## src/rtl/mig_pkg.sv

```systemverilog
// Shared types and sizing for the MIG truth-table evaluator.
package mig_pkg;

   localparam int unsigned N_IN       = 32'd7;
   localparam int unsigned MAX_GATES  = 32'd8;
   localparam int unsigned TT_W       = 32'd1 << N_IN;
   localparam int unsigned SIG_W      = 32'd1 + N_IN + MAX_GATES;
   localparam int unsigned SEL_W      = $clog2(SIG_W);
   localparam int unsigned GATE_W     = $clog2(MAX_GATES);
   localparam int unsigned NG_W       = $clog2(MAX_GATES + 32'd1);
   localparam int unsigned CNT_W      = N_IN + 32'd1;
   localparam int unsigned FIRST_NODE = N_IN + 32'd1;
   localparam int unsigned FANIN_W    = 32'd3 * (SEL_W + 32'd1);

   localparam logic [SEL_W-1:0] CONST0_IDX = '0;

   typedef struct packed {
      logic             inv;
      logic [SEL_W-1:0] sel;
   } fanin_t;

   typedef enum logic [1:0] {
      IDLE = 2'd0,
      RUN  = 2'd1,
      DONE = 2'd2
   } state_e;

   localparam fanin_t FANIN_RST = '{inv: 1'b0, sel: CONST0_IDX};

   function automatic logic maj3(input logic [2:0] v);
      return (v[0] & v[1]) | (v[0] & v[2]) | (v[1] & v[2]);
   endfunction

endpackage

```

## src/rtl/mig_tt_evaluator_if.sv

```systemverilog
// Config, sweep-control and result bus of the MIG evaluator.
interface mig_tt_evaluator_if;
   import mig_pkg::*;

   logic               cfg_valid;
   logic               cfg_ready;
   logic [GATE_W-1:0]  cfg_gate;
   logic [FANIN_W-1:0] cfg_fanin;
   logic               cfg_err;
   logic [SEL_W-1:0]   out_sel;
   logic               out_inv;
   logic [NG_W-1:0]    n_gates;
   logic [TT_W-1:0]    target_tt;
   logic               start;
   logic               busy;
   logic               done;
   logic [TT_W-1:0]    tt_out;
   logic               match;
   logic [CNT_W-1:0]   mis_cnt;
   logic [N_IN-1:0]    first_mis;

   modport master (
      output cfg_valid, cfg_gate, cfg_fanin, out_sel, out_inv, n_gates, target_tt, start,
      input  cfg_ready, cfg_err, busy, done, tt_out, match, mis_cnt, first_mis
   );

   modport slave (
      input  cfg_valid, cfg_gate, cfg_fanin, out_sel, out_inv, n_gates, target_tt, start,
      output cfg_ready, cfg_err, busy, done, tt_out, match, mis_cnt, first_mis
   );

endinterface

```

## src/rtl/mig_node.sv

```systemverilog
// One majority node: three complementable fanins picked from the signals below it.
module mig_node
   import mig_pkg::*;
#(
   parameter int unsigned VEC_W = 32'd8
)(
   input  fanin_t [2:0]     fanin_i,
   input  logic [VEC_W-1:0] vec_i,
   output logic             maj_o
);

   localparam logic [VEC_W-1:0] VEC_ONE = {{(VEC_W-1){1'b0}}, 1'b1};

   logic [2:0] pin_s;

   // Out-of-range selects read 0; the config regfile never stores them.
   always_comb begin
      pin_s = 3'b000;
      for (int k = 32'sd0; k < 32'sd3; k++) begin
         pin_s[k] = (|(vec_i & (VEC_ONE << fanin_i[k].sel))) ^ fanin_i[k].inv;
      end
      maj_o = maj3(pin_s);
   end

endmodule

```

## src/rtl/mig_tt_evaluator.sv

```systemverilog
// Programmable MIG evaluator: netlist regfile, minterm sweep FSM and truth-table comparison.
module mig_tt_evaluator
   import mig_pkg::*;
(
   input logic               clk,
   input logic               rst_n,
   mig_tt_evaluator_if.slave bus
);

   localparam logic [N_IN-1:0]  CNT_ONE = {{(N_IN-1){1'b0}}, 1'b1};
   localparam logic [SIG_W-1:0] SIG_ONE = {{(SIG_W-1){1'b0}}, 1'b1};

   state_e             state_q, state_d;
   logic [N_IN-1:0]    cnt_q, cnt_d;
   logic [TT_W-1:0]    tt_q, tt_d;
   logic [TT_W-1:0]    target_q, target_d;
   logic [SEL_W-1:0]   out_sel_q, out_sel_d;
   logic               out_inv_q, out_inv_d;
   logic [NG_W-1:0]    n_gates_q, n_gates_d;
   fanin_t [2:0]       fanin_q [MAX_GATES];
   fanin_t [2:0]       fanin_d [MAX_GATES];
   logic               cfg_err_q, cfg_err_d;
   logic               match_q, match_d;
   logic [CNT_W-1:0]   mis_cnt_q, mis_cnt_d;
   logic [N_IN-1:0]    first_mis_q, first_mis_d;

   fanin_t [2:0]       fanin_wr_s;
   logic               cfg_ok_s;
   logic               cfg_ready_s;
   logic [SIG_W-1:0]   sig_s;
   logic               f_s;
   logic [TT_W-1:0]    tt_new_s;
   logic [TT_W-1:0]    diff_s;
   logic [CNT_W-1:0]   pop_s;
   logic [N_IN-1:0]    prio_s;

   assign fanin_wr_s  = bus.cfg_fanin;
   assign cfg_ready_s = (state_q != RUN);

   // Each node sees only const0, the inputs and lower nodes, so the chain is acyclic by construction.
   for (genvar g = 0; g < MAX_GATES; g++) begin : gen_node
      logic [N_IN+g:0] vec_s;
      logic            maj_s;
      logic            out_s;
      if (g == 0) begin : gen_base
         assign vec_s = {cnt_q, 1'b0};
      end else begin : gen_link
         assign vec_s = {gen_node[g-1].out_s, gen_node[g-1].vec_s};
      end
      mig_node #(.VEC_W(N_IN + 32'd1 + g)) u_node (
         .fanin_i (fanin_q[g]),
         .vec_i   (vec_s),
         .maj_o   (maj_s)
      );
      assign out_s = maj_s & (n_gates_q > NG_W'(g));
   end

   assign sig_s = {gen_node[MAX_GATES-1].out_s, gen_node[MAX_GATES-1].vec_s};
   assign f_s   = (|(sig_s & (SIG_ONE << out_sel_q))) ^ out_inv_q;

   // A write is legal only if every fanin points strictly below the node being written.
   always_comb begin
      cfg_ok_s = 1'b1;
      for (int k = 32'sd0; k < 32'sd3; k++) begin
         cfg_ok_s = cfg_ok_s & (32'(fanin_wr_s[k].sel) < FIRST_NODE + 32'(bus.cfg_gate));
      end
   end

   // Table including the current minterm, its mismatch count and lowest mismatch.
   always_comb begin
      tt_new_s         = tt_q;
      tt_new_s[cnt_q]  = f_s;
      diff_s           = tt_new_s ^ target_q;
      pop_s            = '0;
      prio_s           = '0;
      for (int i = int'(TT_W) - 32'sd1; i >= 32'sd0; i--) begin
         pop_s = pop_s + CNT_W'(diff_s[i]);
         if (diff_s[i]) begin
            prio_s = N_IN'(i);
         end else begin
            prio_s = prio_s;
         end
      end
   end

   // Next-state, config writes, sweep datapath and result capture.
   always_comb begin
      state_d     = state_q;
      cnt_d       = cnt_q;
      tt_d        = tt_q;
      target_d    = target_q;
      out_sel_d   = out_sel_q;
      out_inv_d   = out_inv_q;
      n_gates_d   = n_gates_q;
      fanin_d     = fanin_q;
      cfg_err_d   = 1'b0;
      match_d     = match_q;
      mis_cnt_d   = mis_cnt_q;
      first_mis_d = first_mis_q;
      if (bus.cfg_valid && cfg_ready_s) begin
         if (cfg_ok_s) begin
            fanin_d[bus.cfg_gate] = fanin_wr_s;
         end else begin
            cfg_err_d = 1'b1;
         end
      end else begin
         cfg_err_d = 1'b0;
      end
      case (state_q)
         IDLE, DONE: begin
            if (bus.start) begin
               state_d     = RUN;
               cnt_d       = '0;
               tt_d        = '0;
               target_d    = bus.target_tt;
               out_sel_d   = bus.out_sel;
               out_inv_d   = bus.out_inv;
               n_gates_d   = bus.n_gates;
               match_d     = 1'b0;
               mis_cnt_d   = '0;
               first_mis_d = '0;
            end else begin
               state_d = IDLE;
            end
         end
         RUN: begin
            tt_d = tt_new_s;
            if (&cnt_q) begin
               state_d     = DONE;
               cnt_d       = '0;
               match_d     = ~|diff_s;
               mis_cnt_d   = pop_s;
               first_mis_d = prio_s;
            end else begin
               cnt_d = cnt_q + CNT_ONE;
            end
         end
         default: begin
            state_d = IDLE;
         end
      endcase
   end

   // State and datapath registers with synchronous active-low reset.
   always_ff @(posedge clk) begin
      if (!rst_n) begin
         state_q     <= IDLE;
         cnt_q       <= '0;
         tt_q        <= '0;
         target_q    <= '0;
         out_sel_q   <= '0;
         out_inv_q   <= 1'b0;
         n_gates_q   <= '0;
         cfg_err_q   <= 1'b0;
         match_q     <= 1'b0;
         mis_cnt_q   <= '0;
         first_mis_q <= '0;
         for (int g = 32'sd0; g < int'(MAX_GATES); g++) begin
            fanin_q[g] <= {3{FANIN_RST}};
         end
      end else begin
         state_q     <= state_d;
         cnt_q       <= cnt_d;
         tt_q        <= tt_d;
         target_q    <= target_d;
         out_sel_q   <= out_sel_d;
         out_inv_q   <= out_inv_d;
         n_gates_q   <= n_gates_d;
         cfg_err_q   <= cfg_err_d;
         match_q     <= match_d;
         mis_cnt_q   <= mis_cnt_d;
         first_mis_q <= first_mis_d;
         fanin_q     <= fanin_d;
      end
   end

   assign bus.cfg_ready = cfg_ready_s;
   assign bus.cfg_err   = cfg_err_q;
   assign bus.busy      = (state_q == RUN);
   assign bus.done      = (state_q == DONE);
   assign bus.tt_out    = tt_q;
   assign bus.match     = match_q;
   assign bus.mis_cnt   = mis_cnt_q;
   assign bus.first_mis = first_mis_q;

endmodule
```

## src/flat_wrapper.sv

```systemverilog
// flat-port wrapper written by rule: the top's interface ports become plain ports
module mig_tt_evaluator_flat import mig_pkg::*;
  (clk, rst_n, bus_cfg_valid, bus_cfg_gate, bus_cfg_fanin, bus_out_sel, bus_out_inv, bus_n_gates, bus_target_tt, bus_start, bus_cfg_ready, bus_cfg_err, bus_busy, bus_done, bus_tt_out, bus_match, bus_mis_cnt, bus_first_mis);
  mig_tt_evaluator_if bus_i ();
  input logic clk;
  input logic rst_n;
  input wire logic [$bits(bus_i.cfg_valid)-1:0] bus_cfg_valid;
  input wire logic [$bits(bus_i.cfg_gate)-1:0] bus_cfg_gate;
  input wire logic [$bits(bus_i.cfg_fanin)-1:0] bus_cfg_fanin;
  input wire logic [$bits(bus_i.out_sel)-1:0] bus_out_sel;
  input wire logic [$bits(bus_i.out_inv)-1:0] bus_out_inv;
  input wire logic [$bits(bus_i.n_gates)-1:0] bus_n_gates;
  input wire logic [$bits(bus_i.target_tt)-1:0] bus_target_tt;
  input wire logic [$bits(bus_i.start)-1:0] bus_start;
  output wire logic [$bits(bus_i.cfg_ready)-1:0] bus_cfg_ready;
  output wire logic [$bits(bus_i.cfg_err)-1:0] bus_cfg_err;
  output wire logic [$bits(bus_i.busy)-1:0] bus_busy;
  output wire logic [$bits(bus_i.done)-1:0] bus_done;
  output wire logic [$bits(bus_i.tt_out)-1:0] bus_tt_out;
  output wire logic [$bits(bus_i.match)-1:0] bus_match;
  output wire logic [$bits(bus_i.mis_cnt)-1:0] bus_mis_cnt;
  output wire logic [$bits(bus_i.first_mis)-1:0] bus_first_mis;
  assign bus_i.cfg_valid = bus_cfg_valid;
  assign bus_i.cfg_gate = bus_cfg_gate;
  assign bus_i.cfg_fanin = bus_cfg_fanin;
  assign bus_i.out_sel = bus_out_sel;
  assign bus_i.out_inv = bus_out_inv;
  assign bus_i.n_gates = bus_n_gates;
  assign bus_i.target_tt = bus_target_tt;
  assign bus_i.start = bus_start;
  assign bus_cfg_ready = bus_i.cfg_ready;
  assign bus_cfg_err = bus_i.cfg_err;
  assign bus_busy = bus_i.busy;
  assign bus_done = bus_i.done;
  assign bus_tt_out = bus_i.tt_out;
  assign bus_match = bus_i.match;
  assign bus_mis_cnt = bus_i.mis_cnt;
  assign bus_first_mis = bus_i.first_mis;
  mig_tt_evaluator u_core (.clk(clk), .rst_n(rst_n), .bus(bus_i));
endmodule
```

## config.mk

```make
export PLATFORM = sky130hd
export DESIGN_NAME = mig_tt_evaluator_flat
export DESIGN_NICKNAME = d
export VERILOG_FILES = /design/src/rtl/mig_pkg.sv /design/src/rtl/mig_tt_evaluator_if.sv /design/src/rtl/mig_node.sv /design/src/rtl/mig_tt_evaluator.sv /design/src/flat_wrapper.sv
export SDC_FILE = /design/constraint.sdc
export NUM_CORES = 1
export LEC_CHECK = 0
export CORE_ASPECT_RATIO = 0.8
export CORE_MARGIN = 8
export CORE_UTILIZATION = 55
export CTS_BUF_LIST = sky130_fd_sc_hd__clkbuf_8
export DETAILED_ROUTE_END_ITERATION = 8
export GPL_ROUTABILITY_DRIVEN = 1
export PLACE_DENSITY = 0.89
export SYNTH_ARGS = -nofsm -noshare
export SYNTH_HDL_FRONTEND = slang
export SYNTH_HIERARCHICAL = 1
export SYNTH_SLANG_ARGS = --single-unit
```

## constraint.sdc

```tcl
create_clock -name clk -period 29.9 [get_ports clk]
set_input_delay 4.485 -clock clk [delete_from_list [all_inputs] [get_ports clk]]
set_output_delay 4.485 -clock clk [all_outputs]
set_load 0.01 [all_outputs]
```

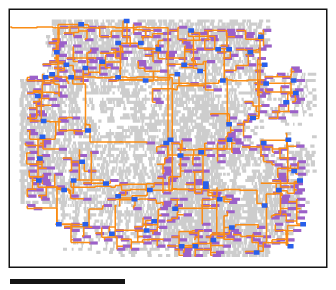
clock_map.png
Bar = 100 um.
[clock wires] orange | length: 6,120 um
[cells driving clock nets] blue | count: 70
[flip-flops] purple | count: 411
flops lie: widely spread
clock power share: 22.9%
Worst-Skew Late Latency: 0.72 ns
P_clk: 0.543 mW
Setup Skew: 0.0606 ns

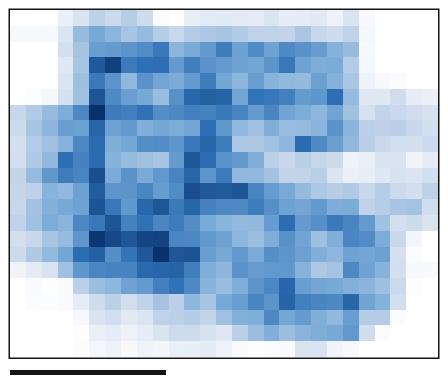
wire_density.png
Bar = 100 um. 27 x 22 tiles, from white (low) to dark blue (high), scaled to the fullest tile. Values are wire area over tile area, all layers added.
mean over tiles: 0.30
fullest tile: 0.76
nearly empty tiles: 11%
tiles over half the peak: 38%
Avg WL per Cell: 22.9 um
via count: 28,822

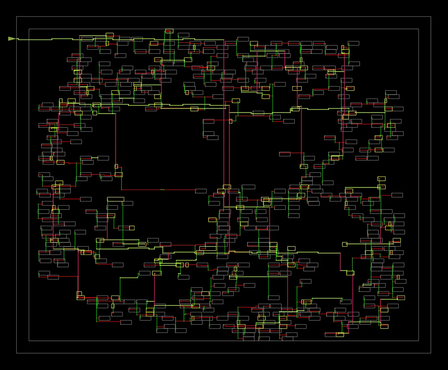
final_clocks.png
FFs & Latches: 411
CTS sink count: 411

==> flow_metrics.env <==
# physical design summary
export IMPL_status="finished, final reports clean"
export IMPL_hold_viol_final=0
export IMPL_grt_pass1_vias=26985
export IMPL_synthFlopType="dfxtp_1"
export IMPL_ys_flops=411
export IMPL_fp_coreArea_um2=53400
export IMPL_final_common_cell="nand2_1"
export IMPL_dp_cells=4435
export IMPL_yosysMostFrequentCell="nand2_1"
export IMPL_logic_gate_count=2778
export IMPL_worst_r2r_cell_count=78
export IMPL_worstPathBufferInverterCount=5
export IMPL_ys_sh_adder_pct=9.46
export IMPL_clk_path_buf_depth=3
export IMPL_yosys_area_share_aoi_pct=19.9
export IMPL_power_total_mw=2.37
export IMPL_dpl_instance_area_um2=32900
export IMPL_holdPathStages=2
export IMPL_antenna_cells=1
export IMPL_largest_area_cell="dfxtp_1"
export IMPL_setup_viol=0
export IMPL_initCoreUtil_pct=55.2
export IMPL_io_buffer_count=306
export IMPL_power_group_top="combinational cells"
export IMPL_yosysWarnings=6
export IMPL_switchingPower_mw=0.958
export IMPL_comb_cell_power_mw=1.25
export IMPL_cts_tree="yes"
export IMPL_holdCritPathClass="flop to flop"
export IMPL_nFillCells=4372
export IMPL_yosys_area_share_xor_xnor_pct=3.50
export IMPL_rsz0062_at_grt="false"
export IMPL_synth_avg_cell_area_um2=8.20
export IMPL_seqPwrFrac_pct=24.5
export IMPL_start_kind="flop"
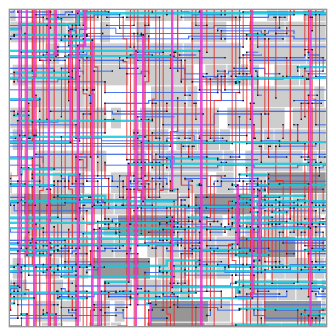
zoom.png
Region (117, 92) to (157, 132) um. Cells in grey, sequential cells in the stronger grey; small squares are vias.
| layer | colour |
|---|---|
| met3 | cyan |
| met1 | blue |
| met4 | magenta |
| met2 | red |
netlist names of flops here include: u_core/bus.tt_out (3), u_core/cnt_q (3)
sequential cells in the window: 8
cells with their middle in the window: 137
most frequent: inv_1 (25), fa_1 (21), buf_4 (8)

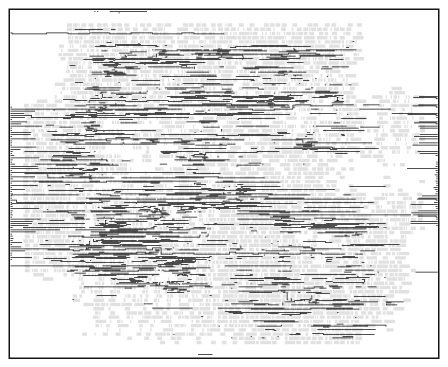
met3.png
nets with wire on the layer: 570
share of all routed wire: 13%
longest straight run: 112 um
Global Route met3 Usage: 9.00%
Total Wirelength: 104,000 um

Power is estimated from default activity; no workload was simulated.
